run_1/power_grid.png
Drawn at 2 px/um. Pins as bars on the die edge.
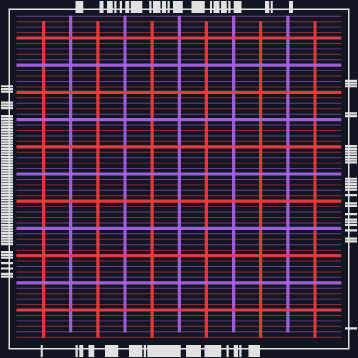
run_1/cell_density.png
Drawn at 2 px/um. 17 x 17 tiles, from black (low) to pale yellow (high), 0 to 100% covered.
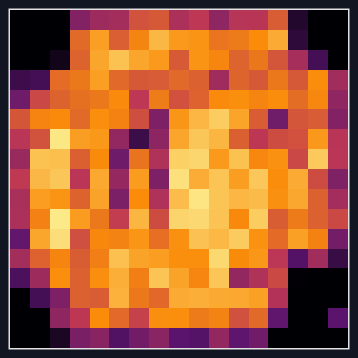
run_1/flops_by_reg.png
Drawn at 2 px/um. Other sequential cells in the stronger grey, the rest of the logic in the fainter grey.
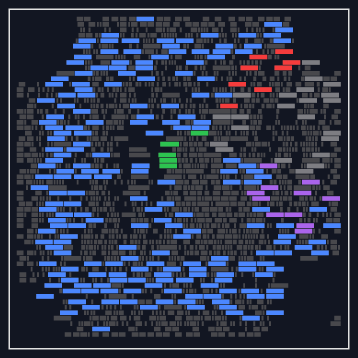
==> config.mk <==
export PLATFORM = sky130hd
export DESIGN_NAME = ts_record_packetizer
export DESIGN_NICKNAME = d
export VERILOG_FILES = /design/src/rtl/ts_pkg.sv /design/src/rtl/ts_idle_timer.sv /design/src/rtl/ts_record_packetizer.sv
export SDC_FILE = /design/constraint.sdc
export NUM_CORES = 1
export LEC_CHECK = 0
export ABC_AREA = 1
export CAP_MARGIN = 0
export CORE_MARGIN = 3
export CORE_UTILIZATION = 45
export DETAILED_ROUTE_END_ITERATION = 6
export PLACE_DENSITY = 0.73
export SLEW_MARGIN = 20
export SYNTH_ARGS = -nofsm -noshare
export SYNTH_HDL_FRONTEND = slang
export SYNTH_SLANG_ARGS = --single-unit
==> constraint.sdc <==
create_clock -name clk -period 3.05 [get_ports clk]
set_input_delay 0.305 -clock clk [delete_from_list [all_inputs] [get_ports clk]]
set_output_delay 0.305 -clock clk [all_outputs]
set_load 0.02 [all_outputs]
==> flow_summary.json, run 1 <==
{
  "fillers": 2193,
  "rsz0062_at_grt": "true",
  "grt_max_degree": 232,
  "gp_congestion": 0.921,
  "drc": 0,
  "fp_nets": 1830,
  "worstMarginPinSlew_ps": 1100,
  "vias_per_cell": 5.12,
  "area_delta_synth_final_pct": 38.2,
  "nets": 2107,
  "drt_iter0_markers": 1115,
  "synth_top_flop_cell": "dfrtp_1",
  "cts_sinks": 242,
  "cp.required_ps": 3470,
  "cts_buffer_depth": 3,
  "outcome": "finished with violations",
  "async_flop_share_pct": 100,
  "hold_path_class": "primary input to register",
  "cts_tree": "yes",
  "syn_avg_cell_area_um2": 7.37,
  "ys_area_um2": 12000,
  "crit_top_cell": "nand2_2",
  "lay_top_count": "nand2_1",
  "syn_area_um2": 12000,
  "fin_ws_ps": -247,
  "routed_wl_mm": 35.5,
  "slew_viol_final": 0,
  "htree_levels": 1,
  "antenna_found_initial": 0,
  "setup_viol": 8,
  "max_cap_violations": 0,
  "largest_reg_flops": 196,
  "worstPathMaxFanout": 4,
  "crit_type": "register to register",
  "cts_made_buffers": 26,
  "critPathLaunchType": "register",
  "grt_pass1_wl_mm": 56.9,
  "p_leak_nw": 8.30,
  "root_buffer": "clkbuf_16",
  "clk_latency_ps": 540,
  "dp_hpwl_mm": 25.1,
  "violations": "setup timing",
  "hold_path_depth": 3,
  "edf_count": 0
}
-- power_grid.png (at the start) --
VDD: shown in purple. VSS: shown in red.
The core has 59 rows. 11 straps on met5.
Horiz. Die Dim: 169 um
CORE AREA: 26,100 um^2
Chip Height: 169 um
maximum VDD drop: 642 uV

-- cell_density.png (at the start) --
10% of the tiles are nearly empty. The fullest tile reaches 96%. The mean over all tiles is 56%. The emptiest ninth of the die: south-east. 33% of the tiles are over 75% full.
post-layout util: 63.4%
fp util: 45.9%

-- flops_by_reg.png (at the start) --
idx_q: shown in green, sequential cells 5, where centre. u_idle_timer.cnt_q: shown in purple, sequential cells 11, where east. cap_q: shown in blue, sequential cells 196, where all over the die. m_tdata: shown in red, sequential cells 8, where north-east.
Another 22 sequential cells are not coloured.
area occupied by registers: 6060 um^2
Seq group: 5.70 mW
Seq area share: 36.6%

[run 1: synth_stat cells, types with 2 or more instances]
cell      number  share of area (%)
nand2_1      780                 24
dfrtp_1      242                 51
inv_1        110                3.5
a21oi_1       89                3.7
nand3_1       77                3.2
nor2_1        77                2.4
o21ai_0       53                2.2
clkbuf_1      52                1.6
or2_2         14               0.73
o22ai_1       13               0.68
xor2_1        12               0.88
nor3_1        11               0.46
inv_2          9               0.28
o21ai_1        9               0.38
ha_1           8               0.84
nand4_1        6               0.31
nor2_2         5               0.26
or2_0          5               0.26
nand2_2        4               0.21
nor4_1         4               0.21
a21boi_1       3               0.19
and3_1         3               0.16
clkinv_1       3              0.094
nand3_2        3               0.25
nor2_4         3               0.28
nor3b_1        3               0.19
o211ai_1       3               0.19
a221oi_1       2               0.15
xnor2_1        2               0.15
[run 1: cell type report]
| cell class | count | area, um^2 | share of cell area (%) |
|---|---|---|---|
| clock inverter | 9 | 131 | 0.795 |
| multi-input combinational | 1203 | 5740 | 34.7 |
| clock buffer | 38 | 776 | 4.69 |
| timing repair buffer | 304 | 2940 | 17.8 |
| inverter | 122 | 468 | 2.83 |
| tap | 335 | 419 | 2.54 |
| sequential | 242 | 6060 | 36.6 |
[run 1: repair_timing]
item	4_1_cts	5_1_grt
endpoints found under the setup margin	8	12
setup buffers	8	5
gates cloned	0	0
pin swaps	34	53
hold buffers	1	0
endpoints found under the hold margin	96	0
resized	50	98
[run 1: power by group]
part	leakage (nW)	internal (mW)	switching, mW
Sequential	3.00	4.70	1.01
Combinational	4.84	2.16	3.10
Clock	0.451	2.01	1.29
[run 1: logic make-up (layout without fill, tap and decap cells)]
family	Yosys count	after routing	synth area share, %
compound gates	183	183	8.26
xor+xnor	14	14	1.03
fa+ha+maj	8	8	0.837
buf+inv	177	473	5.63
flops	242	242	50.6
mux	1	1	0.0941
other cells	1	1	0.0314
simple gates	996	996	33.5
[run 1: critical path, delay by kind of cell (launching register included)]
family	cells	cell delay (ps)
simple gates	31	2350
buf+inv	3	410
flops	1	410
[run 1: metal layers]
layer	track usage (%)	wire length, um	vias to the layer above
met5	0	0	-
met4	7.20	1010	0
met3	2.97	1970	63
met2	39.5	17000	397
met1	34.3	15600	5425
li1	-	-	5645
[run 1: per-stage QoR]
| step | std cells | TNS (ps) | instance area, um^2 |
|---|---|---|---|
| after floorplan | 1622 | 0 | 12000 |
| after global placement | 2193 | -1060 | 15000 |
| after detailed placement | 2193 | -1690 | 15000 |
| after CTS | 2248 | -1100 | 16100 |
| after global routing | 2253 | -3830 | 16500 |
| final | 2253 | -1270 | 16500 |
run_1/layer_met2.png
Drawn at 2 px/um.
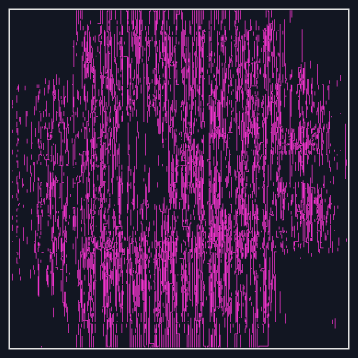

## Run 2: what changed since run 1
--- a/config.mk
+++ b/config.mk
@@ -9,8 +9,10 @@
 export CAP_MARGIN = 0
 export CORE_MARGIN = 3
 export CORE_UTILIZATION = 45
+export CTS_CLUSTER_SIZE = 30
 export DETAILED_ROUTE_END_ITERATION = 6
 export PLACE_DENSITY = 0.73
+export SETUP_SLACK_MARGIN = 0.02
 export SLEW_MARGIN = 20
 export SYNTH_ARGS = -nofsm -noshare
 export SYNTH_HDL_FRONTEND = slang
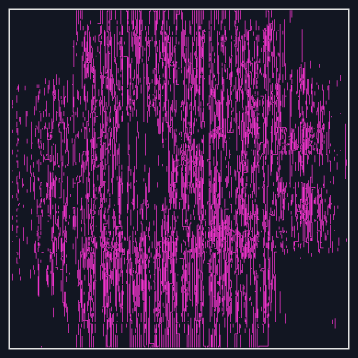
run_2/layer_met2.png
Drawn at 2 px/um.
The wires run mostly vertical. 1,716 nets have wire on it. The layer carries 17,000 um of wire.
Vias: 11.5k
GR met2 Demand/Resource: 39.5%
Post-Route WL: 35.5 mm

==> flow_summary.json, run 2 <==
{
  "cts_tree": "yes",
  "clk_latency_ps": 540,
  "placed_area_um2": 15000,
  "vdd_drop_max_uv": 644,
  "grt_pass1_wl_mm": 56.9,
  "outcome": "finished with violations",
  "use_met3_pct": 2.97,
  "common_cells": "780 x nand2_1, 242 x dfrtp_1, 110 x inv_1",
  "yosysTopAreaCell": "dfrtp_1",
  "placed_cells": 2193,
  "gp_congestion": 0.921,
  "async_flop_share_pct": 100,
  "syn_area_um2": 12000,
  "combPwrFrac_pct": 36.9,
  "drc": 0,
  "p_sw_share_pct": 37.8,
  "area_delta_synth_final_pct": 38.2,
  "worstPathMaxFanout": 4,
  "fin_area_um2": 16500,
  "p_clk_share_pct": 23.1,
  "violations": "setup timing",
  "most_common_cell": "nand2_1",
  "edf_count": 0,
  "nets": 2107,
  "cts_made_buffers": 26,
  "max_cap_violations": 0,
  "vias_per_cell": 5.12,
  "slew_viol_final": 0,
  "die_w_um": 169,
  "root_buffer": "clkbuf_16",
  "hold_path_depth": 3,
  "synth_top_flop_cell": "dfrtp_1",
  "setup_viol": 8,
  "lay_top_count": "nand2_1",
  "grt.busiest_layer": "met2",
  "fin_ws_ps": -248,
  "rsz0062_at_grt": "true",
  "dieHeight_um": 169,
  "crit_type": "register to register",
  "intPower_mw": 8.87,
  "drt_iter0_markers": 1139,
  "top_cell_area_share_pct": 50.6,
  "power.net_switching_mw": 5.40,
  "htree_levels": 1,
  "critPathLaunchType": "register",
  "cp.required_ps": 3470
}
run 2: cell counts in the layout (fill, tap and decap cells not counted):
No cell type changed its count.
run 2: logic make-up after synthesis:
group                      after synthesis  share of synthesized area [%]
and+or+nand+nor                        996                           33.5
AOI/OAI and AO/OA                      183                           8.26
buffers and inverters                  177                           5.63
xor gates and xnor gates                14                           1.03
other                                    1                         0.0314
adders and majority gates                8                          0.837
DFF                                    242                           50.6
muxes                                    1                         0.0941
run 2: power groups by stage:
stage                     Sequential [mW]  Combinational [mW]  Clock, mW
after global routing                 5.85                5.98       3.49
after detailed placement             5.67                4.73          0
final                                5.70                5.26       3.30
after CTS                            5.66                4.94       3.36
after global placement               5.66                4.62          0
after floorplan                      5.35                3.06          0
run 2: per-layer routing:
layer | part of all wire (%) | vias to the layer above
met1 | 44 | 5422
met5 | 0 | -
met4 | 2.9 | 0
met3 | 5.4 | 65
met2 | 48 | 401
li1 | - | 5642
run 2: cell type report:
class                           count  area (um^2)
Clock buffer                       38          776
Sequential cell                   242         6060
Inverter                          122          468
Fill cell                        2193         9530
Tap cell                          335          419
Multi-Input combinational cell   1203         5740
Clock inverter                      9          131
Timing Repair Buffer              304         2940
run 2: timing repair:
item,4_1_cts,5_1_grt
endpoints found under the hold margin,96,0
buffers inserted,8,5
endpoints found under the setup margin,8,12
gates resized,50,98
hold buffers,1,0
cloned,0,0
pin swaps,34,53
run 2: worst max-delay path: cells and delay by family (launching register included):
| kind | cells | cell delay, ps |
|---|---|---|
| flops | 1 | 410 |
| simple gates | 31 | 2360 |
| buf+inv | 3 | 410 |
run 2: per-stage QoR:
step	util [%]	setup slack, ps	power (mW)
floorplan	-	164	8.42
global placement	57.4	-294	10.3
detailed placement	57.4	-366	10.4
CTS	61.9	-256	14.0
global route	63.4	-509	15.3
finish	63.4	-248	14.3
Power is estimated from default activity; no workload was simulated.
